Fig. 1: run 1, met3 routing
Drawn at 6 px/µm.
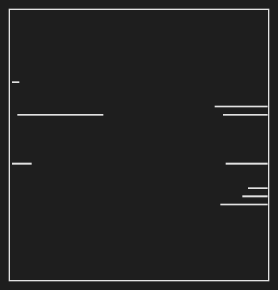
Fig. 2: run 1, gate-type map
Drawn at 12 px/µm.
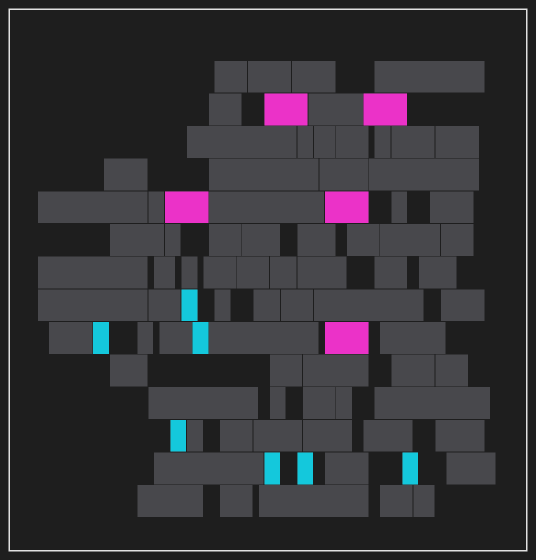
Fig. 3: run 1, metal 2
Drawn at 6 px/µm.
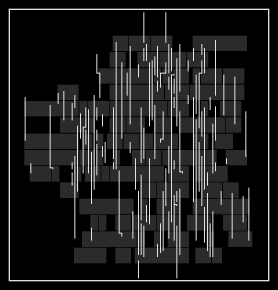
Fig. 4: run 1, routing congestion map
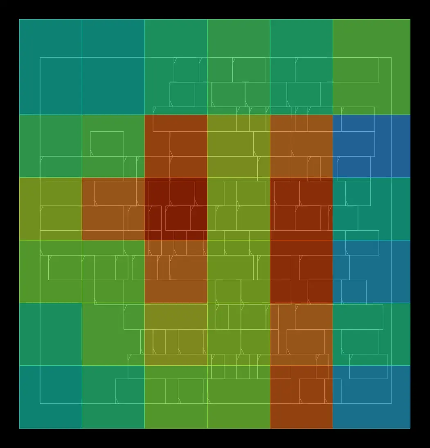
<file path="src/rtl/n_bit_serializer_pkg.sv">
// Framing definitions shared by the serializer and the future deserializer,
// so both ends agree on state encoding and line levels.
package n_bit_serializer_pkg;

  typedef enum logic [1:0] {
    IDLE  = 2'b00,
    START = 2'b01,
    DATA  = 2'b10,
    STOP  = 2'b11
  } state_t;

  localparam logic START_BIT  = 1'b0;
  localparam logic STOP_BIT   = 1'b1;
  localparam logic IDLE_LEVEL = 1'b1;

  // Line level driven while in state s; data_bit is the current LSB of the frame.
  function automatic logic line_level(input state_t s, input logic data_bit);
    logic lvl;
    lvl = IDLE_LEVEL;
    case (s)
      START:   lvl = START_BIT;
      DATA:    lvl = data_bit;
      STOP:    lvl = STOP_BIT;
      default: lvl = IDLE_LEVEL;
    endcase
    return lvl;
  endfunction

endpackage

</file>
<file path="src/rtl/n_bit_serializer_bit_counter.sv">
// Up-counter with synchronous clear and enable; clear has priority over enable.
// Shared with the receiver side for counting data bits.
module bit_counter #(
  parameter int CW = 3
) (
  input  logic          clk,
  input  logic          rst,
  input  logic          clr,
  input  logic          en,
  output logic [CW-1:0] count
);

  logic [CW-1:0] count_reg;

  always_ff @(posedge clk or posedge rst) begin
    if (rst) begin
      count_reg <= '0;
    end else if (clr) begin
      count_reg <= '0;
    end else if (en) begin
      count_reg <= count_reg + CW'(1);
    end
  end

  assign count = count_reg;

endmodule

</file>
<file path="src/rtl/n_bit_serializer.sv">
// Parallel-to-serial transmitter: start bit, n data bits LSB first, stop bit.
// Accepts a word only while idle; all outputs come straight from registers.
module n_bit_serializer
  import n_bit_serializer_pkg::*;
#(
  parameter int n = 5
) (
  input  logic         clk,
  input  logic         Reset,
  input  logic [n-1:0] D,
  input  logic         load,
  output logic         ready,
  output logic         sout,
  output logic         busy,
  output logic         done
);

  localparam int CW = $clog2(n);
  localparam logic [CW-1:0] LAST_BIT = CW'(n - 1);

  state_t        state_reg, state_next;
  logic [n-1:0]  shift_reg, shift_next;
  logic          sout_reg, sout_next;
  logic [CW-1:0] bit_cnt;
  logic          cnt_clr, cnt_en;

  bit_counter #(.CW(CW)) u_bit_counter (
    .clk   (clk),
    .rst   (Reset),
    .clr   (cnt_clr),
    .en    (cnt_en),
    .count (bit_cnt)
  );

  always_comb begin
    state_next = state_reg;
    shift_next = shift_reg;
    cnt_clr    = 1'b1;
    cnt_en     = 1'b0;
    case (state_reg)
      IDLE: begin
        if (load) begin
          shift_next = D;
          state_next = START;
        end
      end
      START: state_next = DATA;
      DATA: begin
        cnt_clr    = 1'b0;
        shift_next = {1'b0, shift_reg[n-1:1]};
        // Counter holds the index of the bit currently on the line.
        if (bit_cnt == LAST_BIT) begin
          state_next = STOP;
          cnt_clr    = 1'b1;
        end else begin
          cnt_en = 1'b1;
        end
      end
      STOP:    state_next = IDLE;
      default: state_next = IDLE;
    endcase
    sout_next = line_level(state_next, shift_next[0]);
  end

  always_ff @(posedge clk or posedge Reset) begin
    if (Reset) begin
      state_reg <= IDLE;
      shift_reg <= '0;
      sout_reg  <= IDLE_LEVEL;
    end else begin
      state_reg <= state_next;
      shift_reg <= shift_next;
      sout_reg  <= sout_next;
    end
  end

  assign sout  = sout_reg;
  assign ready = (state_reg == IDLE);
  assign busy  = (state_reg != IDLE);
  assign done  = (state_reg == STOP);

endmodule

</file>
<file path="config.mk">
export PLATFORM = sky130hd
export DESIGN_NAME = n_bit_serializer
export DESIGN_NICKNAME = d
export VERILOG_FILES = /design/src/rtl/n_bit_serializer_pkg.sv /design/src/rtl/n_bit_serializer_bit_counter.sv /design/src/rtl/n_bit_serializer.sv
export SDC_FILE = /design/constraint.sdc
export NUM_CORES = 1
export LEC_CHECK = 0
export ABC_CLOCK_PERIOD_IN_PS = 1380
export CORE_AREA = 2 2 41 43
export DETAILED_ROUTE_END_ITERATION = 7
export DIE_AREA = 0 0 43 45
export HOLD_SLACK_MARGIN = 0.05
export PLACE_DENSITY = 0.64
export SKIP_LAST_GASP = 1
export SYNTH_ARGS = -nofsm -noshare
export SYNTH_HDL_FRONTEND = slang
export SYNTH_HIERARCHICAL = 1
export SYNTH_SLANG_ARGS = --single-unit
</file>
<file path="constraint.sdc">
create_clock -name clk -period 1.38 [get_ports clk]
set_clock_uncertainty 0.05 [all_clocks]
set_input_delay 0.345 -clock clk [delete_from_list [all_inputs] [get_ports clk]]
set_output_delay 0.345 -clock clk [all_outputs]
set_load 0.02 [all_outputs]
</file>
==> notes.md, run 1 <==
Summary of the current implementation state.

- The class of the tightest hold or removal check is in2async, for reference.
- The number of hold buffers added after CTS is 0, for reference.
- The time the final worst path needs with I/O delays and setup is 1.52 ns, for reference.
- The boundary pin count is 12, for reference.
- The final antenna diode tally reported by the flow is 0.
- In this run the VDD rail shows a maximum IR drop of 0.00111 V.
- For this run, asynchronously set or reset flops after synthesis account for 100%.
- The vertical extent of the die is 45 µm, for reference.
- Per STA, the worst path accumulates the most delay in the family flip-flops.
- Counting both buffers and inverters, the worst setup path holds a total of 3.
- The final reports fail on negative setup slack.
- The clock latency reported for the late side of the worst-skew pair is 0.26 ns, for reference.
- Endpoints with negative setup slack in the final report add up to 9.
- The final timing report lists a hold violation count of 0.
- The clock tree from TritonCTS is done, for reference.
- The flow ran to the end, but the final reports show violations.
- The arrival time of the worst setup path is 1.12 ns, for reference.
- The final critical-path setup slack is -0.139 ns, for reference.
- Counting every instance in the synthesized netlist gives 56.
- sky130_fd_sc_hd__dfrtp_1 takes more of the synthesized area than any other cell.
- The cell leakage power is 0.455 nW, for reference.
- In this run the full chip footprint comes out at 0.00194 mm².
- Per the CTS log, the root buffer master is sky130_fd_sc_hd__clkbuf_4.
- After detailed routing, the number of vias per cell comes to 5.03.
- In the final layout, the fill cell count is 113.
- The max-slew violation total from the final report is 0, for reference.
- Per the timing report, the biggest fanout along the worst path comes to 3.
- Counting the warning lines in the Yosys log gives 6.
- Setup repair after global routing could not meet its margin everywhere.
- Looking at the clock tree report, the H-tree level count equals 1.
- Clock-pin slew was measured on the worst setup and hold paths at 0.07 ns.
- Summed over its instances, the top area cell type makes up 42.0% of the synthesized netlist area.
- The number of global-route vias before repair is 563, for reference.
- Entering global routing, the biggest net connects 9 pins.
- The post-route fraction of the period consumed by the critical path is 110%, for reference.
- The summed area of non-filler cells in the final layout is 951 µm², for reference.
- The end of the worst register-to-register path is sout, for reference.
- The critical path endpoint category is a primary output, for reference.
- The floorplan die width is 43 µm, for reference.
- The number of enable-type register cells in the synthesized netlist is 0, for reference.
- Per the synth log, the flip-flop and latch total comes to 11.
- Yosys shows that the main logic family after synthesis is AND-OR/OR-AND gates.
- The required time at the worst endpoint is listed as 0.99 ns.
- In this run the remaining antenna-violating nets after routing total 0.
- The element type at the critical path start is a register, for reference.
- After detailed placement, the total cell area comes to 817 µm².
- The post-synthesis share of cell area spent on and-or and or-and gates is 15.3%, for reference.
- The slew at the pin closest to its max-slew limit is 0.327 ns, for reference.
- The register-to-register setup slack is -0.12 ns, for reference.
- In this run the maximum-capacitance check reported violations numbering 0.
- Before any placement, the netlist area is recorded as 596 µm².
-- Fig. 1 (at the start) --
wire length on this layer = 54.7 µm
share of all routed wire = 4.0%
nets with wire on the layer = 8
Final Routed Wirelength: 1.37 mm
grt met3 use: 2.80%
total via count after detailed routing: 518

-- Fig. 2 (at the start) --
magenta -> non-inverting ao/oa cells  # cells 5, most used a221o_1
cyan -> inv cells  # cells 7, most used inv_2
final std cells w/o fill: 103
dominant logic cell type in the layout: sky130_fd_sc_hd__buf_4

-- Fig. 3 (at the start) --
main direction = vertical
longest straight run = 24.5 µm
grt met2 use: 30.9%

-- Fig. 4 (at the start) --
layer carrying the most global-route usage: met2
GR met1 Demand/Resource: 20.4%

-- run 1: placed cells by master (no fill, tap or decap), types with 4 or more instances in the layout --
cell type / count
sky130_fd_sc_hd__buf_4: 14
sky130_fd_sc_hd__dfrtp_1: 10
sky130_fd_sc_hd__nor2_1: 6
sky130_fd_sc_hd__clkdlybuf4s50_1: 6
sky130_fd_sc_hd__buf_6: 6
sky130_fd_sc_hd__nand2_1: 4
sky130_fd_sc_hd__inv_2: 4
sky130_fd_sc_hd__mux2i_1: 4
-- run 1: worst max path at each step --
stage                      start            to  depth (start not counted)
global route        state_reg[0]          sout                          6
global placement            load          sout                          5
CTS                 state_reg[0]          sout                          6
detailed placement          load          sout                          5
finish              state_reg[1]         ready                          4
floorplan           state_reg[0]  shift_reg[1]                          5
-- run 1: repair_timing --
action	in CTS	in global routing
gates resized	27	11
endpoints found under the hold margin	0	0
buffers inserted	3	5
cloned	0	0
endpoints found under the setup margin	13	13
pin swaps	5	3
-- run 1: cells in the mapped netlist (3+ instances only) --
| library cell | count |
|---|---|
| sky130_fd_sc_hd__nand2_1 | 4 |
| sky130_fd_sc_hd__nor2_1 | 8 |
| sky130_fd_sc_hd__inv_1 | 6 |
| sky130_fd_sc_hd__mux2i_1 | 4 |
| sky130_fd_sc_hd__ha_1 | 4 |
| sky130_fd_sc_hd__dfrtp_1 | 10 |
| sky130_fd_sc_hd__a221o_1 | 3 |
-- run 1: final cells by class --
cell class,instances,area [µm²],area share (%)
flip-flops and latches,11,277,29.1
well taps,16,20.0,2.11
multi-input cells,37,355,37.4
inverters,7,26.3,2.76
repair buffers,28,246,25.9
clock buffers,4,26.3,2.76
-- run 1: per-stage QoR --
stage | TNS, ns | worst slack [ns] | total power (W)
final | -0.721 | -0.139 | 0.00217
after global routing | -1.34 | -0.211 | 0.00232
after CTS | -0.697 | -0.124 | 0.00197
after detailed placement | -3.06 | -0.448 | 0.00157
after global placement | -3.05 | -0.415 | 0.00155
after floorplan | -0.0234 | -0.00910 | 0.00114
-- run 1: metal layers --
layer / track usage, % / up-vias / wire length [µm]
met4: 5.45 / 0 / 5
met5: 0 / - / 0
met1: 20.4 / 251 / 630
met3: 2.80 / 2 / 54
li1: - / 257 / -
met2: 30.9 / 8 / 678
-- run 1: kinds of logic (layout without fill, tap and decap cells) --
family / after synthesis / after routing
buffers and inverters: 8 / 39
AND-OR/OR-AND: 10 / 10
XOR/XNOR: 1 / 1
flip-flops: 11 / 11
AND/OR/NAND/NOR: 17 / 17
multiplexers: 5 / 5
adder cells (fa/ha/maj): 4 / 4
-- run 1: power groups by stage --
stage                     Clock, W  Sequential, W  Combinational (W)
after floorplan                  0       0.000536           0.000603
after global placement           0       0.000530            0.00102
after detailed placement         0       0.000533            0.00104
after CTS                 0.000228       0.000526            0.00121
after global routing      0.000240       0.000539            0.00154
final                     0.000222       0.000529            0.00142
==> run 2: changes to the inputs <==
ABC_AREA = 1   (was default)
CORE_AREA = 2 2 42 44   (was 2 2 41 43)
DIE_AREA = 0 0 44 46   (was 0 0 43 45)
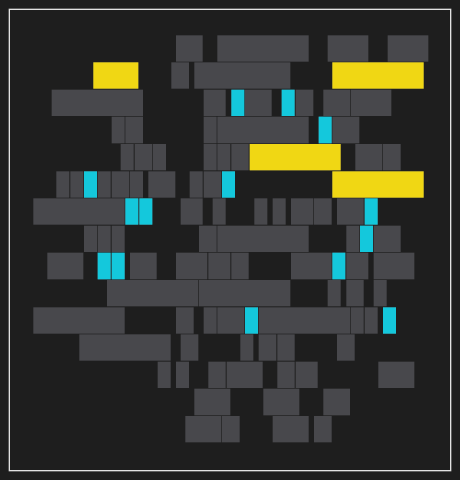
Fig. 5. Gate-type map (run 2).
Drawn at 10 px/µm.
yellow -> fa/ha/maj cells  # cells 4, most used ha_4
cyan -> inv cells  # cells 14
logic share of the area: 37.2%
dominant logic cell type in the layout: sky130_fd_sc_hd__nand2_1
final std cells w/o fill: 123

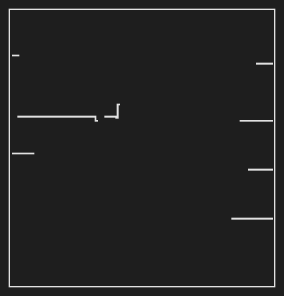
Fig. 6. Met3 routing (run 2).
Drawn at 6 px/µm.
longest straight run = 12.9 µm
nets with wire on the layer = 7
main direction = horizontal
wire length on this layer = 41.3 µm
Final Routed Wirelength: 1.18 mm
grt met3 use: 3.57%
total via count after detailed routing: 560

==> notes.md, run 2 <==
Summary of the current implementation state.

- The flow ran to the end, but the final reports show violations.
- In the layout the commonest cells are 17 x sky130_fd_sc_hd__nand2_1, 10 x sky130_fd_sc_hd__nand3_1, 10 x sky130_fd_sc_hd__dfrtp_1.
- The multi-input combinational cells in the finished layout cover a total of 333 µm².
- The slew at the pin closest to its max-slew limit is 0.286 ns, for reference.
- The peak-usage layer in the global routing report is met2, for reference.
- The critical path maximum fanout is 3.
- The arrival time of the worst setup path is 1.06 ns, for reference.
- The setup slack after placement is -0.253 ns, for reference.
- The finished cells cover 896 µm².
- The top cell type by area accounts for 39.4% of the synthesized area.
- The post-DP HPWL is 965 µm, for reference.
- Setup repair after global routing could not meet its margin everywhere.
- After the first detailed-routing iteration, the DRC count stood at 8.
- All stages included, the depth of the critical timing path comes to 3.
- The most common cell in the synthesized netlist is sky130_fd_sc_hd__nand2_1.
- Logic depth along the worst register-to-register path is recorded as 10.
- The worst-path cell with the longest stage delay is sky130_fd_sc_hd__dfrtp_1, for reference.
- The count of warnings emitted by yosys is 6, for reference.
- The number of setup violations in the final report is 3, for reference.
- After its last routability iteration, the placer logged a weighted congestion of 0.724.
- The end of the worst register-to-register path is sout, for reference.
- For this run, the detailed router's first-pass iteration total came to 4.
- In this build the clock could be raised as far as 686 MHz.
- The max-slew violation total from the final report is 0, for reference.
- Per the CTS log, the root buffer master is sky130_fd_sc_hd__clkbuf_4.
- The largest area contributor in the netlist is sky130_fd_sc_hd__dfrtp_1, for reference.
- For reference, the top cells by count after synthesis are 19 x sky130_fd_sc_hd__nand2_1, 13 x sky130_fd_sc_hd__inv_1, 10 x sky130_fd_sc_hd__dfrtp_1, 10 x sky130_fd_sc_hd__nand3_1, 10 x sky130_fd_sc_hd__nor2_1.
- The post-route fraction of the period consumed by the critical path is 106%, for reference.
- The overall power of the completed layout is 0.00205 W, for reference.
- The number of synthesized register bits is 11, for reference.
- The cell leakage power is 0.458 nW, for reference.
- The maximum level of the CTS H-tree is 1, for reference.
- In the final layout, the fill cell count is 161.
- The routed design could run at a clock period as short as 1.46 ns.
- The number of I/O port buffers is 11, for reference.
- The register-to-register setup slack is 0.01 ns, for reference.
- The number of max-capacitance violations reported is 0, for reference.
- The timing report gives the clock slew at the launch and capture registers of the worst setup and hold paths as 0.07 ns.
- The element type at the critical path start is a register, for reference.
- The global-route track usage on met1 is 17.0%, for reference.
- The number of enable-type register cells in the synthesized netlist is 0, for reference.
- The number of antenna cells inserted is 0, for reference.
- Per STA, the endpoint of the critical path is done.
- The number of warning messages in the logs is 30, for reference.
- The overall chip area is 0.00202 mm², for reference.
- The cell family contributing the most delay on the critical path is flip-flops.
- The required time at the worst-slack endpoint is 0.99 ns, for reference.
- The combined flip-flop and latch cell area is 277 µm², for reference.
- The checks that failed: negative setup slack.
- For this design, the CTS-stage hold fixing added 0 buffers.
- Summing every instance area after synthesis gives 636 µm².
- The clock tree from TritonCTS is done, for reference.
- The critical path is of the reg2out type.
- The tightest min-delay check is of the in2async type.
- The critical path in the final layout is reported with a setup slack of -0.0779 ns.
- The count of buffering cells on the critical path with inverters included is 2, for reference.
- The number of global-route vias before repair was 547.
- The critical path endpoint category is a primary output, for reference.
- The cell sequence reported for the critical path is buf_6, ha_4, buf_6.
- The share of the core area taken by cells at floorplan is 39.4%.
- Per the synth stats, the proportion of register bits with asynchronous set or reset is 100%.
- The instance count of the mapped netlist is 83, for reference.
- Measured along the x axis, the die boundary spans 44 µm.
- In the routed layout, each cell is associated on average with a via count of 4.55.
- The count of endpoints failing hold in the final timing report is 0, for reference.
- The skew report gives the latency at the later pin of the worst-skew pair as 0.27 ns.
- According to the Yosys statistics, the synthesized design has a chip area of 636 µm².
- The met2 usage is 24.7%, for reference.
- The ratio of total power to cell area is 2290 mW/mm², for reference.
- The number of flip-flops in the largest register is 5, for reference.
- The boundary pin count is 12, for reference.
- Per the power-grid run, VDD falls by no more than 0.000882 V.
- In this run, CTS created clock tree buffers numbering 3.
- The vertical extent of the die is 46 µm, for reference.
- The antenna violation net count after detailed routing is 0, for reference.
- The origin of the worst setup path is state_reg[1], for reference.
- The placed instances occupy a cell area of 825 µm².
- The pin count of the biggest net entering global routing is 11, for reference.
run 2: netlist changes by cell type in the layout (fill, tap and decap cells not counted), sizes merged, moves of 2 or more:
cell	delta
nand2	+19
nand3	+9
buf	-7
inv	+7
a21oi	+6
mux2i	-4
a221o	-3
and2	-2
nor2	+2
run 2: timing repair:
| action | CTS | global route |
|---|---|---|
| gates resized | 29 | 7 |
| pin swaps | 3 | 3 |
| buffers inserted | 1 | 0 |
| setup endpoints to repair | 13 | 11 |
run 2: logic make-up (layout without fill, tap and decap cells):
| kind of cell | after synthesis | after routing | synth area share (%) |
|---|---|---|---|
| flops | 11 | 11 | 43.5 |
| compound gates | 9 | 9 | 7.08 |
| simple gates | 43 | 43 | 29.7 |
| fa+ha+maj | 4 | 4 | 7.87 |
| buf+inv | 16 | 39 | 11.8 |
run 2: cell type report:
| cell class | count | share of cell area (%) |
|---|---|---|
| multi-input combinational | 56 | 37.2 |
| sequential | 11 | 30.9 |
| timing repair buffer | 21 | 20.7 |
| inverter | 14 | 5.87 |
| clock buffer | 3 | 2.51 |
| tap | 17 | 2.37 |
| clock inverter | 1 | 0.559 |
run 2: per-stage QoR:
step / util (%) / instances / setup TNS, ns
floorplan: - / 83 / 0
global placement: 51.1 / 118 / -1.47
detailed placement: 51.1 / 118 / -1.61
CTS: 55.0 / 123 / -0.236
global route: 55.5 / 123 / -0.684
finish: 55.5 / 123 / -0.191
run 2: worst register-to-register path: cells and delay by family (launching register included):
kind | cells | cell delay, ns
buffers and inverters | 2 | 0.24
adder cells (fa/ha/maj) | 1 | 0.14
flip-flops | 1 | 0.41
AND/OR/NAND/NOR | 7 | 0.46
run 2: metal layers:
metal | vias to the layer above | share of wire [%]
li1 | 300 | -
met5 | - | 0
met1 | 249 | 45
met3 | 2 | 3.5
met4 | 0 | 0.85
met2 | 9 | 51
run 2: report_power, final:
| part | internal, W | switching [W] | total, W |
|---|---|---|---|
| sequential | 0.000465 | 0.0000778 | 0.000543 |
| combinational | 0.000588 | 0.000710 | 0.00130 |
| clock | 0.000107 | 0.000105 | 0.000212 |
run 2: worst min-delay path by stage:
stage	cells after the start	to	start	slack, ns
4_1_cts	2	u_bit_counter/count[0]	Reset	0.21
3_3_place_gp	2	shift_reg[4]	shift_reg[4]	0.41
3_5_place_dp	2	shift_reg[4]	shift_reg[4]	0.42
2_1_floorplan	1	u_bit_counter/count[0]	Reset	0.05
5_1_grt	2	u_bit_counter/count[0]	Reset	0.23
6_report	2	u_bit_counter/count[1]	Reset	0.21
Power and IR drop assume default switching activity.
